Figure 1. I/O nets highlighted (run 1).
Scale bar: 20 microns.
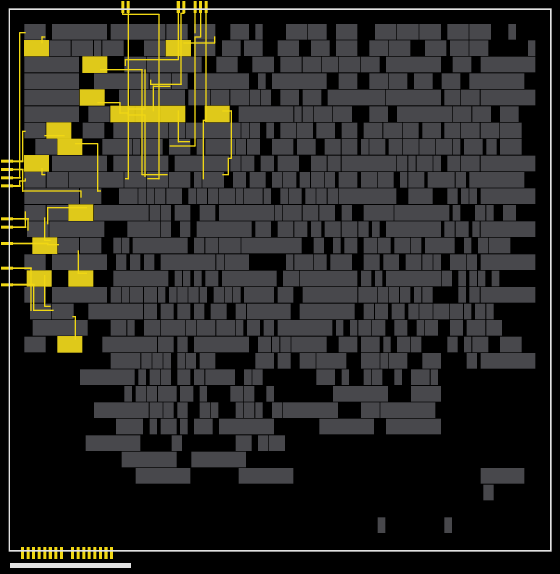
Figure 2. Clock routing (run 1).
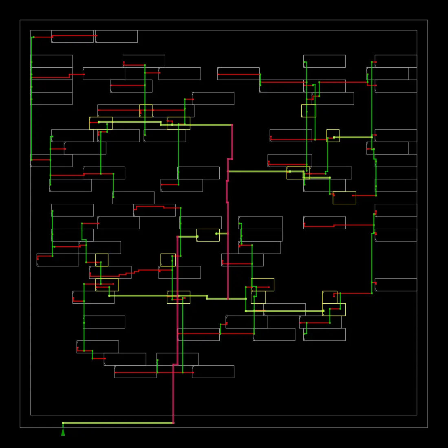
Figure 3. Metal layers overlaid (run 1).
Two of the layers only.
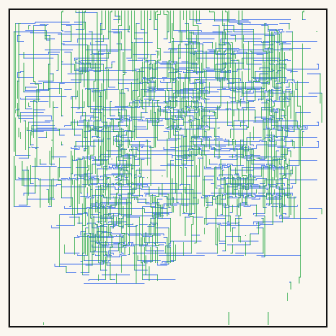
### config.mk
export PLATFORM = sky130hd
export DESIGN_NAME = temp_sens_ctrl
export DESIGN_NICKNAME = d
export VERILOG_FILES = /design/src/rtl/temp_sens_pkg.sv /design/src/rtl/sync_rise.sv /design/src/rtl/temp_sens_ctrl.sv
export SDC_FILE = /design/constraint.sdc
export NUM_CORES = 1
export LEC_CHECK = 0
export ABC_AREA = 0
export CORE_MARGIN = 2
export CORE_UTILIZATION = 50
export DETAILED_ROUTE_END_ITERATION = 10
export GPL_ROUTABILITY_DRIVEN = 0
export HOLD_SLACK_MARGIN = 0.03
export PLACE_DENSITY = 0.88
export SYNTH_ARGS = -nofsm -noshare
export SYNTH_HDL_FRONTEND = slang
export SYNTH_SLANG_ARGS = --single-unit
### constraint.sdc
create_clock -name clk -period 2.3 [get_ports clk]
set_input_delay 0.575 -clock clk [delete_from_list [all_inputs] [get_ports clk]]
set_output_delay 0.575 -clock clk [all_outputs]
set_load 0.01 [all_outputs]
### src/rtl/temp_sens_pkg.sv
// Shared state encoding, SPI command opcodes and command record for the
// temperature-sensor controller.
package temp_sens_pkg;

  typedef enum logic [2:0] {
    ST_IDLE,
    ST_CFG_START,
    ST_CFG_WAIT,
    ST_POLL_WAIT,
    ST_RD_START,
    ST_RD_WAIT,
    ST_ERROR
  } state_e;

  localparam logic [7:0] CMD_WR_CFG  = 8'h08;
  localparam logic [7:0] CMD_RD_TEMP = 8'h50;

  typedef struct packed {
    logic [1:0]  wr_bytes;
    logic [1:0]  rd_bytes;
    logic [15:0] tx_data;
  } spi_cmd_t;

  // Counter width for a count of n cycles; keeps a legal 1-bit vector for n <= 1.
  function automatic int cnt_width(input int n);
    return (n > 1) ? $clog2(n) : 1;
  endfunction

endpackage

### src/rtl/sync_rise.sv
// Two-flop synchroniser for an asynchronous level plus a rising-edge detector;
// rise_o pulses for one clk cycle, two edges after the input rises.
module sync_rise (
  input  logic clk,
  input  logic rst_n,
  input  logic d_i,
  output logic rise_o
);

  // [0],[1] are the synchroniser stages, [2] holds the previous synchronised value.
  logic [2:0] sync_q;

  // NOTE: clocked state uses non-blocking assignments so every flop samples
  // the pre-edge value of its neighbour, which is what makes this a shift chain.
  always_ff @(posedge clk or negedge rst_n) begin
    if (!rst_n) begin
      sync_q <= '0;
    end else begin
      sync_q <= {sync_q[1:0], d_i};
    end
  end

  assign rise_o = sync_q[1] & ~sync_q[2];

endmodule

### src/rtl/temp_sens_ctrl.sv
// Temperature-sensor controller: configures the sensor over SPI once, then
// polls the temperature register periodically, with a transfer timeout.
module temp_sens_ctrl
  import temp_sens_pkg::*;
#(
  parameter int POLL_CYCLES    = 1000000,
  parameter int TIMEOUT_CYCLES = 65536
) (
  input  logic        clk,
  input  logic        rst_n,
  input  logic        enable,
  input  logic [7:0]  cfg_data,
  output logic        spi_start,
  output logic [1:0]  spi_wr_bytes,
  output logic [1:0]  spi_rd_bytes,
  output logic [15:0] spi_tx_data,
  input  logic [31:0] spi_rx_data,
  input  logic        spi_done,
  output logic [15:0] temp_data,
  output logic        temp_valid,
  output logic        busy,
  output logic        error
);

  localparam int PW = cnt_width(POLL_CYCLES);
  localparam int TW = cnt_width(TIMEOUT_CYCLES);
  localparam logic [PW-1:0] POLL_LAST = PW'(POLL_CYCLES - 1);
  localparam logic [TW-1:0] TMO_LAST  = TW'(TIMEOUT_CYCLES - 1);

  state_e        state_q, state_d;
  logic [PW-1:0] poll_q, poll_d;
  logic [TW-1:0] tmo_q, tmo_d;
  spi_cmd_t      cmd_q, cmd_d, cmd_out;
  logic [15:0]   temp_q, temp_d;
  logic          valid_q, valid_d;
  logic          done_det;
  logic          rx_unused;

  // Only the low temperature word of the receive buffer is consumed.
  assign rx_unused = ^spi_rx_data[31:16];

  sync_rise u_done_sync (
    .clk    (clk),
    .rst_n  (rst_n),
    .d_i    (spi_done),
    .rise_o (done_det)
  );

  // NOTE: every variable driven here gets a default before the case statement;
  // a path that leaves one unassigned would infer a latch.
  always_comb begin
    state_d   = state_q;
    poll_d    = poll_q;
    tmo_d     = tmo_q;
    cmd_d     = cmd_q;
    temp_d    = temp_q;
    valid_d   = 1'b0;
    cmd_out   = cmd_q;
    spi_start = 1'b0;

    unique case (state_q)
      ST_IDLE: begin
        if (enable) state_d = ST_CFG_START;
      end

      ST_CFG_START, ST_RD_START: begin
        // Command is presented in the start cycle and latched so it holds until done.
        cmd_out = (state_q == ST_CFG_START) ?
                  '{wr_bytes: 2'd2, rd_bytes: 2'd0, tx_data: {CMD_WR_CFG, cfg_data}} :
                  '{wr_bytes: 2'd1, rd_bytes: 2'd2, tx_data: {CMD_RD_TEMP, 8'h00}};
        if (enable) begin
          spi_start = 1'b1;
          cmd_d     = cmd_out;
          tmo_d     = '0;
          state_d   = (state_q == ST_CFG_START) ? ST_CFG_WAIT : ST_RD_WAIT;
        end else begin
          state_d = ST_IDLE;
        end
      end

      ST_CFG_WAIT, ST_RD_WAIT: begin
        // A done arriving on the final timeout cycle still completes the transfer.
        if (done_det) begin
          poll_d  = '0;
          state_d = enable ? ST_POLL_WAIT : ST_IDLE;
          if (state_q == ST_RD_WAIT) begin
            temp_d  = spi_rx_data[15:0];
            valid_d = 1'b1;
          end
        end else if (tmo_q == TMO_LAST) begin
          state_d = ST_ERROR;
        end else begin
          tmo_d = tmo_q + 1'b1;
        end
      end

      ST_POLL_WAIT: begin
        if (!enable) begin
          state_d = ST_IDLE;
        end else if (poll_q == POLL_LAST) begin
          state_d = ST_RD_START;
        end else begin
          poll_d = poll_q + 1'b1;
        end
      end

      ST_ERROR: begin
        if (!enable) state_d = ST_IDLE;
      end

      default: state_d = ST_IDLE;
    endcase
  end

  always_ff @(posedge clk or negedge rst_n) begin
    if (!rst_n) begin
      state_q <= ST_IDLE;
      poll_q  <= '0;
      tmo_q   <= '0;
      cmd_q   <= '0;
      temp_q  <= '0;
      valid_q <= 1'b0;
    end else begin
      state_q <= state_d;
      poll_q  <= poll_d;
      tmo_q   <= tmo_d;
      cmd_q   <= cmd_d;
      temp_q  <= temp_d;
      valid_q <= valid_d;
    end
  end

  assign spi_wr_bytes = cmd_out.wr_bytes;
  assign spi_rd_bytes = cmd_out.rd_bytes;
  assign spi_tx_data  = cmd_out.tx_data;
  assign temp_data    = temp_q;
  assign temp_valid   = valid_q;
  assign error        = (state_q == ST_ERROR);
  assign busy         = (state_q != ST_IDLE) && (state_q != ST_ERROR);

endmodule

==> summary.txt, run 1 <==
Implementation numbers.

- The script extracted a net switching power of 1.885 mW.
- The via count normalized by instance count is 5.812.
- The power density of the placed cells is 1064 mW/mm^2.
- The tap cell count is 99.
- In this run, CTS created clock tree buffers numbering 9.
- The final count of pins violating max slew is 0.
- The insertion delay at the late pin of the worst-skew pair is about 0.35 ns.
- The family with the most delay on the worst path is buffers and inverters.
- The number of buffers and inverters on the critical path reads 2.
- The multi-input combinational area share is between 30% and 40%.
- The setup check on the worst reg-to-reg path leaves a slack of 0.05 ns.
- The data-path buffer share of cell area in the final layout is ~19%.
- The combinational share of power is 46.6%.
- The initial standard-cell utilization of the core reads 50.95%.
- The most common cell after layout, fill and taps aside reads dfrtp_1.
- The critical path maximum fanout is 2.
- The combinational power reads 2.34 mW.
- The sequential area share after synthesis reads 47.49%.
- The fraction of the mapped netlist area in compound gates reads about 20%.
- The critical path startpoint category is an input port.
- The post-synthesis sequential element count is approximately 70.
- The synthesized design spends more area on one cell type than any other, namely dfrtp_1.
- The headroom to the max-slew limit is roughly three fifths.
- The part of the total power dissipated in the clock network is between 10% and 20%.
- The most common flop cell mapped by yosys reads dfrtp_1.
- The final hold violation count reads 0.
- The sequential share of cell area is 36.71%.
- Nets still carrying antenna violations after routing amount to 0.
- The wire length per cell reads 15.90 microns.
- The cell total in the yosys stat output is 380.
- Counting I/O delays and the setup requirement, the final critical path takes 2.260 ns.
- By instance count after routing, the leading logic cell types are dfrtp_1 (66), clkdlybuf4s50_1 (43), nor2_1 (33).
- The number of resized instances in the post-cts repair step reads 27.
- By area the synthesized netlist is led by dfrtp_1 (47%), a22o_1 (6.3%), mux2_2 (5.3%), o21ai_0 (4.0%), nor2_1 (3.7%).
- The class occupying the most area after layout is reported as combinational gates.
- The top cell type by area accounts for 47.49% of the synthesized area.
- The final count of negative-setup-slack endpoints reads 0.
- The data required time at the worst endpoint reads about 1.7 ns.
- The count of buffers added by post-CTS timing repair for setup is 1.
- The number of search-and-repair iterations in the first detailed-routing pass reads 5.
- The summed area of non-filler cells in the final layout reads 0.004713 sq mm.
- The net switching share of the total power reads 37.58%.
- The first global-routing pass estimated 14.59 mm of wire.
- The launching element of the worst setup path reads cfg_data[7].
- The DRC violations left is 0.
- The most frequently used library cell after synthesis is dfrtp_1.
- The proportion of synthesized area in mux cells is a little under 6%.
- The root cell of the clock tree reads clkbuf_8.
- The post-route clock skew reads ~0.009 ns.
- Clock network power for this build is 0.920 mW.
- The via count of the first global-routing pass reads 3,289.
- The worst supply voltage drop on vdd is 0.7418 mV.
- The category of the most critical setup path reads in2out.
- Counting instances in the post-synthesis netlist gives the leading cell types as dfrtp_1 (69), nor2_1 (36), nand2_1 (31).
- The synthesized area divided by synthesized cell count reads between 9 and 10 sq um.
- The transition time at the pin with the least slew margin is 0.5897 ns.
- The number of vias in the routed layout is 3,301.
- CTS reports a maximum clock tree buffer depth of 2.
- In the final layout, excluding clock inverters the inverter count is 11.
- The region available for standard cell placement spans just over 0.007 sq mm.
- The DRC violation total after the first TritonRoute iteration is 172.
- From bottom edge to top edge, the die measures 89.28 microns.
- The count of warnings emitted by yosys reads 0.
- The sequential power share is 35.1%.
- The post-route clock period utilization is 98.27%.
- The final-stage net count is 510.
- The clock tree from TritonCTS is yes.
- The number of inserted diodes is 0.
- The startpoint of the most critical register-to-register path reads poll_q[0].
- STA reports the tightest min-delay check as being of type in2async.
- After layout, the worst setup slack is 0.03975 ns.
- Per the post-place timing report, worst setup slack is -0.2875 ns.
- The chip area is 0.007970 sq mm.
- In this run the cell area of the synthesized design comes to 0.003636 sq mm.
- The flow ran to the end, and the final reports show no timing, DRC or antenna violations.
- The largest register by flop count reads poll_q.
- Looking at the critical path, the single cell with the biggest stage delay is clkdlybuf4s50_1.
- The dominant power group reads combinational cells.
- In this run, synthesis inferred 0 flip-flops with an integrated enable.
- For reference, full adder, half adder and majority cells occupy 0.6882% of the area reported after synthesis.
- The tally of filler cells in the layout is roughly 570.
- The end point of the critical path is spi_tx_data[7].
- The arrival time at the worst endpoint is 1.69 ns.
- The sequential power reads 1.76 mW.
- The clock-cell share of area reads 3.849%.
- The register with the most flip-flops in the layout has 20 of them.
- The clock H-tree reported by CTS has 3 levels.
- Per the OpenROAD floorplan log, the width of the die is roughly 90 microns.
- The share of cells above drive strength 1 is 17.70%.
- The count of maximum capacitance violations reads 0.
- Cell internal power was estimated by the tool at 3.132 mW.
- The post-cts hold buffer count reads 0.
- Per STA, the worst path is made up of clkdlybuf4s50_1 > a22o_1 > a22o_1 > clkdlybuf4s15_1.
- The number of instances in the synthesized netlist is ~380.
- The register cell area after layout reads 0.001730 sq mm.
- The number of antenna violations at the first check in global routing reads 0.
- The number of distinct standard cells referenced by the synthesized netlist reads 52.
- The share of synthesized cell area in and, or, nand and nor gates is 19.30%.
- The analysis attributes to cell leakage a power of 1.989 nW.
- Summing all multi-input logic gate instances after layout gives 0.001764 sq mm.
- The count of cells along the worst register-to-register path reads 6.
- The global routing usage summed across all routing layers reads 23.38%.
- The post-synthesis xor/xnor area fraction is 1.686%.
- The clock-pin slew on the worst setup and hold paths reads 0.08 ns.
- The most numerous cell type found on the critical path is a22o_1.
- The total instance count after detailed placement reads 549.
- The timing report lists the critical path depth as 4 cells.
- The pin count of the biggest net entering global routing is around 70.
- Warnings raised by the tools during the run amount to ~42.
- The number of placement rows is 31.
- The post-synthesis chip area from yosys reads 0.003636 sq mm.
- In the post-route report, total wirelength is listed as 9.033 mm.
- For the worst reg-to-reg path, the endpoint reported by OpenROAD is poll_q[4].
- The count of non-CTS buffers in the layout reads 94.
- The wire-length estimate of the detail-placed layout is ~6.4 mm.
- The highest clock rate is 442.4 MHz.
- The post-synthesis async set-or-reset flop share reads 100.0%.
- The largest family of logic cells by area is AND-OR/OR-AND gates.
- The cell area after placement is 0.004484 sq mm.
- The non-filler instance count after layout reads 568.
- The global-route congestion overflow total is 0.
- The maximum single-stage delay on the critical path is between 0.4 and 0.5 ns.
- The layout overhead on the synthesized area is 29.63%.
- The count of multi-input gates is 279.
- The nature of the critical path endpoint reads a primary output.
About Figure 1:
- spi_rx_data: yellow (bits 32; direction input; edge 16 south, 9 west, 7 north; end cells 16; buffers 16; wire 386 microns)
number of top-level pins: 84
number of buffers inserted by port buffering: 61

About Figure 2:
count of flip-flops and latches: 69
TritonCTS Sinks: 69
number of clock-tree buffers in the layout: 9

About Figure 3:
- M1: blue (wire length 3,690 microns)
- M2: green (wire length 4,750 microns)

==> run 1: stage by stage <==
| stage | hold WS (ns) | utilization, % | setup TNS [ns] | total power [mW] |
|---|---|---|---|---|
| 4_1_cts | 0.2469 | 65.55 | 0 | 4.962 |
| 6_report | 0.2327 | 66.04 | 0 | 5.017 |
| 2_1_floorplan | 0.2794 | - | 0 | 2.993 |
| 5_1_grt | 0.2512 | 66.04 | -0.01380 | 5.325 |
| 3_3_place_gp | 0.3354 | 62.83 | -1.337 | 4.025 |
| 3_5_place_dp | 0.3541 | 62.83 | -1.514 | 4.124 |
==> run 1: metal layers <==
layer	global-route usage (%)	vias to the layer above	share of wire, %
li1	-	1537	-
met1	27.94	1624	41
met2	41.35	120	53
met3	5.448	20	4.8
met4	8.005	0	1.8
met5	0	-	0
Figure 4. Sequential cells colored by netlist name (run 1).
Scale bar: 20 microns. Other sequential cells in the stronger gray, the rest of the logic in the fainter gray.
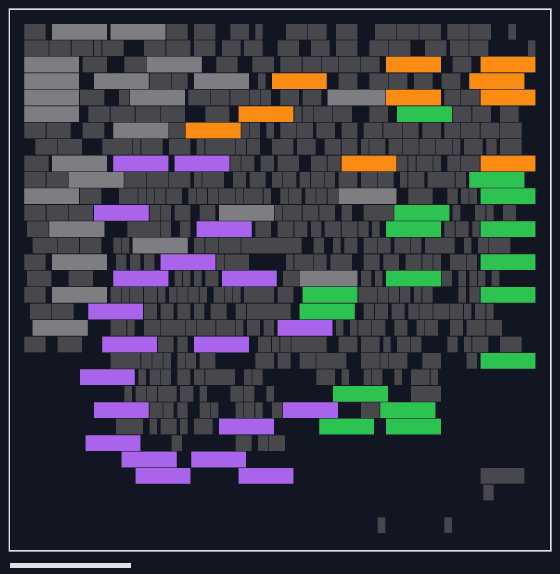

==> run 1 -> run 2 <==
Settings changed: CORE_ASPECT_RATIO from default to 0.8, CORE_UTILIZATION 50 to 45, CTS_CLUSTER_SIZE from default to 12, PLACE_DENSITY 0.88 to 0.84.
Clock period 2.3 ns to 1.85 ns, I/O delays scaled along.
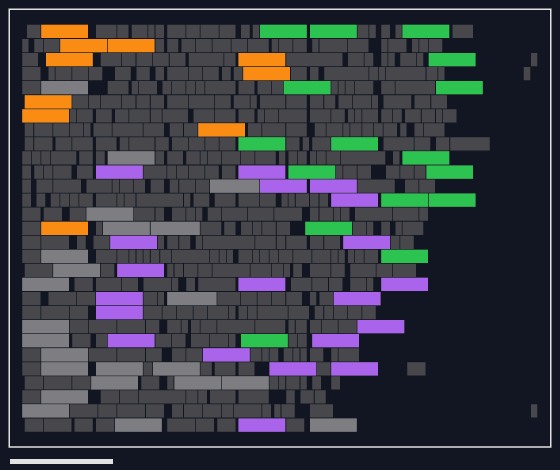
Figure 5: run 2, sequential cells colored by netlist name.
Scale bar: 20 microns. Other sequential cells in the stronger gray, the rest of the logic in the fainter gray.
- tmo_q: green (sequential cells 16)
- cmd_q: orange (sequential cells 10)
- poll_q: purple (sequential cells 20)
- not colored: 23
FF/Latch Area: 0.001730 sq mm
Post-Route Utilization: 73.45%
fraction of standard cell area that is sequential: 29.92%

==> run 2 against run 1 <==
Effect of this change:
- the flow now finishes with violations (negative setup slack)
- count of clock-buffer cells in the layout stayed put
- total power is 61% higher
- largest cell class unchanged
- clock skew increased by 0.0062 ns
- first-iteration DRC count rose to 3.0 times the previous value
- clock power rose by 48%
- sequential cell count unchanged
==> summary.txt, run 2 <==
Implementation numbers.

- Counting flops with a built-in enable in the synthesized netlist gives 0.
- The largest family of logic cells by area is AND-OR/OR-AND gates.
- In the final design database the tool counted 584 nets.
- The sequential area share after synthesis is 47.49%.
- After layout, the clock buffer instance count stands at 9.
- The number of buffers and inverters on the critical path reads 5.
- The dominant power group reads combinational cells.
- After synthesis, the share of flip-flops with an asynchronous set or reset is 100.0%.
- The data-path buffer share of cell area in the final layout is 26.22%.
- The destination of the worst register-to-register timing path is tmo_q[4].
- Synthesis produced a netlist whose cell count is around 380.
- The worst supply voltage drop on vdd reads 1.262 mV.
- The proportion of synthesized area in mux cells is 5.816%.
- The headroom to the max-slew limit reads ~51%.
- The number of resized instances in the post-cts repair step is 129.
- Sequential power for this build is 2.24 mW.
- The count of maximum capacitance violations reads 0.
- The startpoint of the most critical register-to-register path is state_q[1].
- The post-synthesis sequential element count is between 60 and 70.
- The number of search-and-repair iterations in the first detailed-routing pass reads 5.
- The wire length per cell reads 25.42 microns.
- Data on the critical path arrives at its endpoint at 2.52 ns.
- On the final layout, the worst clock skew is 0.01537 ns.
- TritonCTS built the clock tree.
- The most utilized layer in the global route result is met2.
- The inverter count reads 11.
- The most common cell in the synthesized netlist reads dfrtp_1.
- The met3 usage in global routing reads about 7.5%.
- The number of routed nets with antenna violations is 0.
- The share of synthesized cell area in and, or, nand and nor gates reads 19.30%.
- The synthesis report lists the most area-consuming cells as dfrtp_1 (47%), a22o_1 (6.3%), mux2_2 (5.3%), o21ai_0 (4.0%), nor2_1 (3.7%).
- The report lists the power per cell area as 1396 mW/mm^2.
- The total wire length after detailed routing is 16.55 mm.
- The average instance in the mapped netlist occupies 9.568 sq um.
- The leakage power is 2.492 nW.
- The cell total in the yosys stat output is 380.
- The maximum single-stage delay on the critical path reads 0.47 ns.
- The number of antenna violations at the first check in global routing is 1.
- The maximum level of the CTS H-tree reads 3.
- Subtracting the final worst setup slack from the clock period gives ~2.2 ns.
- The data required time at the worst endpoint is 2.13 ns.
- The area of the multi-input gates reads roughly 0.0022 sq mm.
- The global routing usage on met1 is between 30% and 40%.
- around 280 cells are multi-input combinational gates.
- The first-pass GRT wire length is 18.89 mm.
- The internal power reads 4.786 mW.
- The clock-pin slew on the worst setup and hold paths reads 0.10 ns.
- The chip area is 0.008820 sq mm.
- Across all register-to-register paths, the minimum setup slack is -0.39 ns.
- The nature of the critical path endpoint is a register.
- Warnings raised by the tools during the run amount to 45.
- Across every metal layer, demand over resource in global routing totals 26.86%.
- The longest clock path from root to sink contains 2 buffers.
- The via count normalized by instance count reads 6.785.
- The standard cell with the maximum stage delay on the critical path reads dfrtp_2.
- The critical path startpoint category is a register.
- Once routing completed, OpenROAD measured the worst setup slack at -0.3926 ns.
- Measured on the final layout, the clock distribution area share stands at 3.527%.
- The most prevalent standard cell on the critical path is buf_6.
- Ranking logic cells in the layout by count gives the top entries buf_4 (71), dfrtp_1 (66), clkdlybuf4s50_1 (43).
- The DRC violations left is 0.
- The fraction of the mapped netlist area in compound gates reads 19.65%.
- The number of sinks driven by the clock tree reads just under 70.
- The layout overhead on the synthesized area reads 59.05%.
- The category of the most critical setup path reads reg2reg.
- Ranked by total area, the top cell class in this layout is combinational gates.
- Counting instances in the post-synthesis netlist gives the leading cell types as dfrtp_1 (69), nor2_1 (36), nand2_1 (31).
- The synthesis report lists the Yosys warning total as 0.
- The horizontal die dimension reads 104.5 microns.
- Counting tap cells, the placed design contains a total of 604 instances.
- The total number of sequential cells is between 60 and 70.
- The tally of filler cells in the layout reads 418.
- The synthesized netlist devotes less than 1% of its cell area to adder and majority cells.
- The most common flop cell mapped by yosys is dfrtp_1.
- The via count of the first global-routing pass came to 3,925.
- The flow ran to the end, but the final reports show violations.
- In the final report, the number of pins over their slew limit comes to 0.
- The net switching share of the total power reads 40.73%.
- Logic depth along the worst register-to-register path is recorded as 10.
- The share of cells above drive strength 1 reads roughly 40%.
- The clock distribution power reads 1.36 mW.
- The net load switching power reads ~3.3 mW.
- The number of flip-flops under the largest register name is 20.
- Traced cell by cell, the critical path runs through buf_6 > buf_6 > and3b_2 > buf_6 > o21ai_4 > buf_4 > buf_6 > nor2_4 > nand4_1 > mux2i_1.
- The sequential power share is 27.7%.
- The part of the total power dissipated in the clock network is 16.9%.
- The count of buffers added by post-CTS timing repair for setup is 13.
- The largest register by flop count is poll_q.
- Per the synthesis report, the single largest cell type by area occupies 47.49% of cell area.
- The number of distinct standard cells referenced by the synthesized netlist is between 50 and 60.
- The end point of the critical path is tmo_q[4].
- In the global route stage, met2 resource usage came out at about 46%.
- The multi-input combinational area share is 37.28%.
- The count of non-CTS buffers in the layout is 166.
- The post-synthesis xor/xnor area fraction reads 1.686%.
- The pin count of the biggest net entering global routing reads approximately 60.
- The number of logic stages on the critical path including buffering is 10.
- The non-filler instance count after layout reads 651.
- The most common cell after layout, fill and taps aside reads buf_4.
- The DRC violation total after the first TritonRoute iteration reads 514.
- Broken down by cell family, the worst path's largest delay share belongs to simple AND/OR/NAND/NOR gates.
- The combinational power is 4.47 mW.
- The number of hold buffers added after CTS was 1.
- The final reports fail on negative setup slack.
- The global-route congestion overflow total is 0.
- The final hold violation count reads 0.
- The initial utilization of the core area, before any placement, comes to 46.18%.
- The root cell of the clock tree reads clkbuf_8.
- After synthesis, the chip area reported by Yosys is 0.003636 sq mm.
- The number of placed I/O pins is approximately 84.
- The number of I/O port buffers reads 61.
- The die height reads 84.40 microns.
- The number of inserted diodes reads 0.
- Of the available clock period, the critical path in the final layout requires 121.2%.
- The final count of negative-setup-slack endpoints is 71.
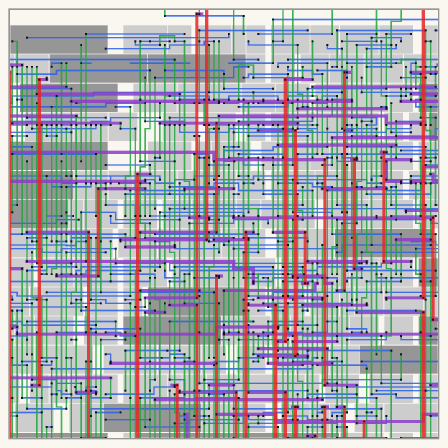
Figure 6: run 2, layout detail.
Window x 6 to 46, y 43 to 83 microns. Cells in gray, sequential cells in the stronger gray; small squares are vias.
- M3: purple
- M2: green
- M1: blue
- M4: red
- netlist names of flops here include: cmd_q (7), u_done_sync.sync_q (2)
- cells with their middle in the window: 146
- most frequent: buf_4 (25), a22o_1 (23), buf_6 (12)
- sequential cells in the window: 12

-- run 2: cell counts after synthesis --
No cell type changed its count.
-- run 2: through the flow --
stage / cell area [sq um] / total power, mW / setup WS (ns) / utilization [%] / hold slack [ns]
detailed placement: 4856 / 5.364 / -0.5406 / 61.67 / 0.3503
global route: 5783 / 8.268 / -0.4466 / 73.45 / 0.3903
CTS: 5290 / 6.919 / -0.2125 / 67.19 / 0.3623
finish: 5783 / 8.075 / -0.3926 / 73.45 / 0.3814
global placement: 4856 / 5.241 / -0.5451 / 61.67 / 0.3334
floorplan: 3664 / 3.738 / -0.03299 / - / 0.1669
-- run 2: layer usage --
metal | wire [microns] | vias to the layer above
met5 | 11 | -
met4 | 1647 | 2
met3 | 1834 | 183
met2 | 7428 | 466
met1 | 5625 | 2072
li1 | - | 1694
Power figures rest on the tool's default switching activity, not on a simulated workload.
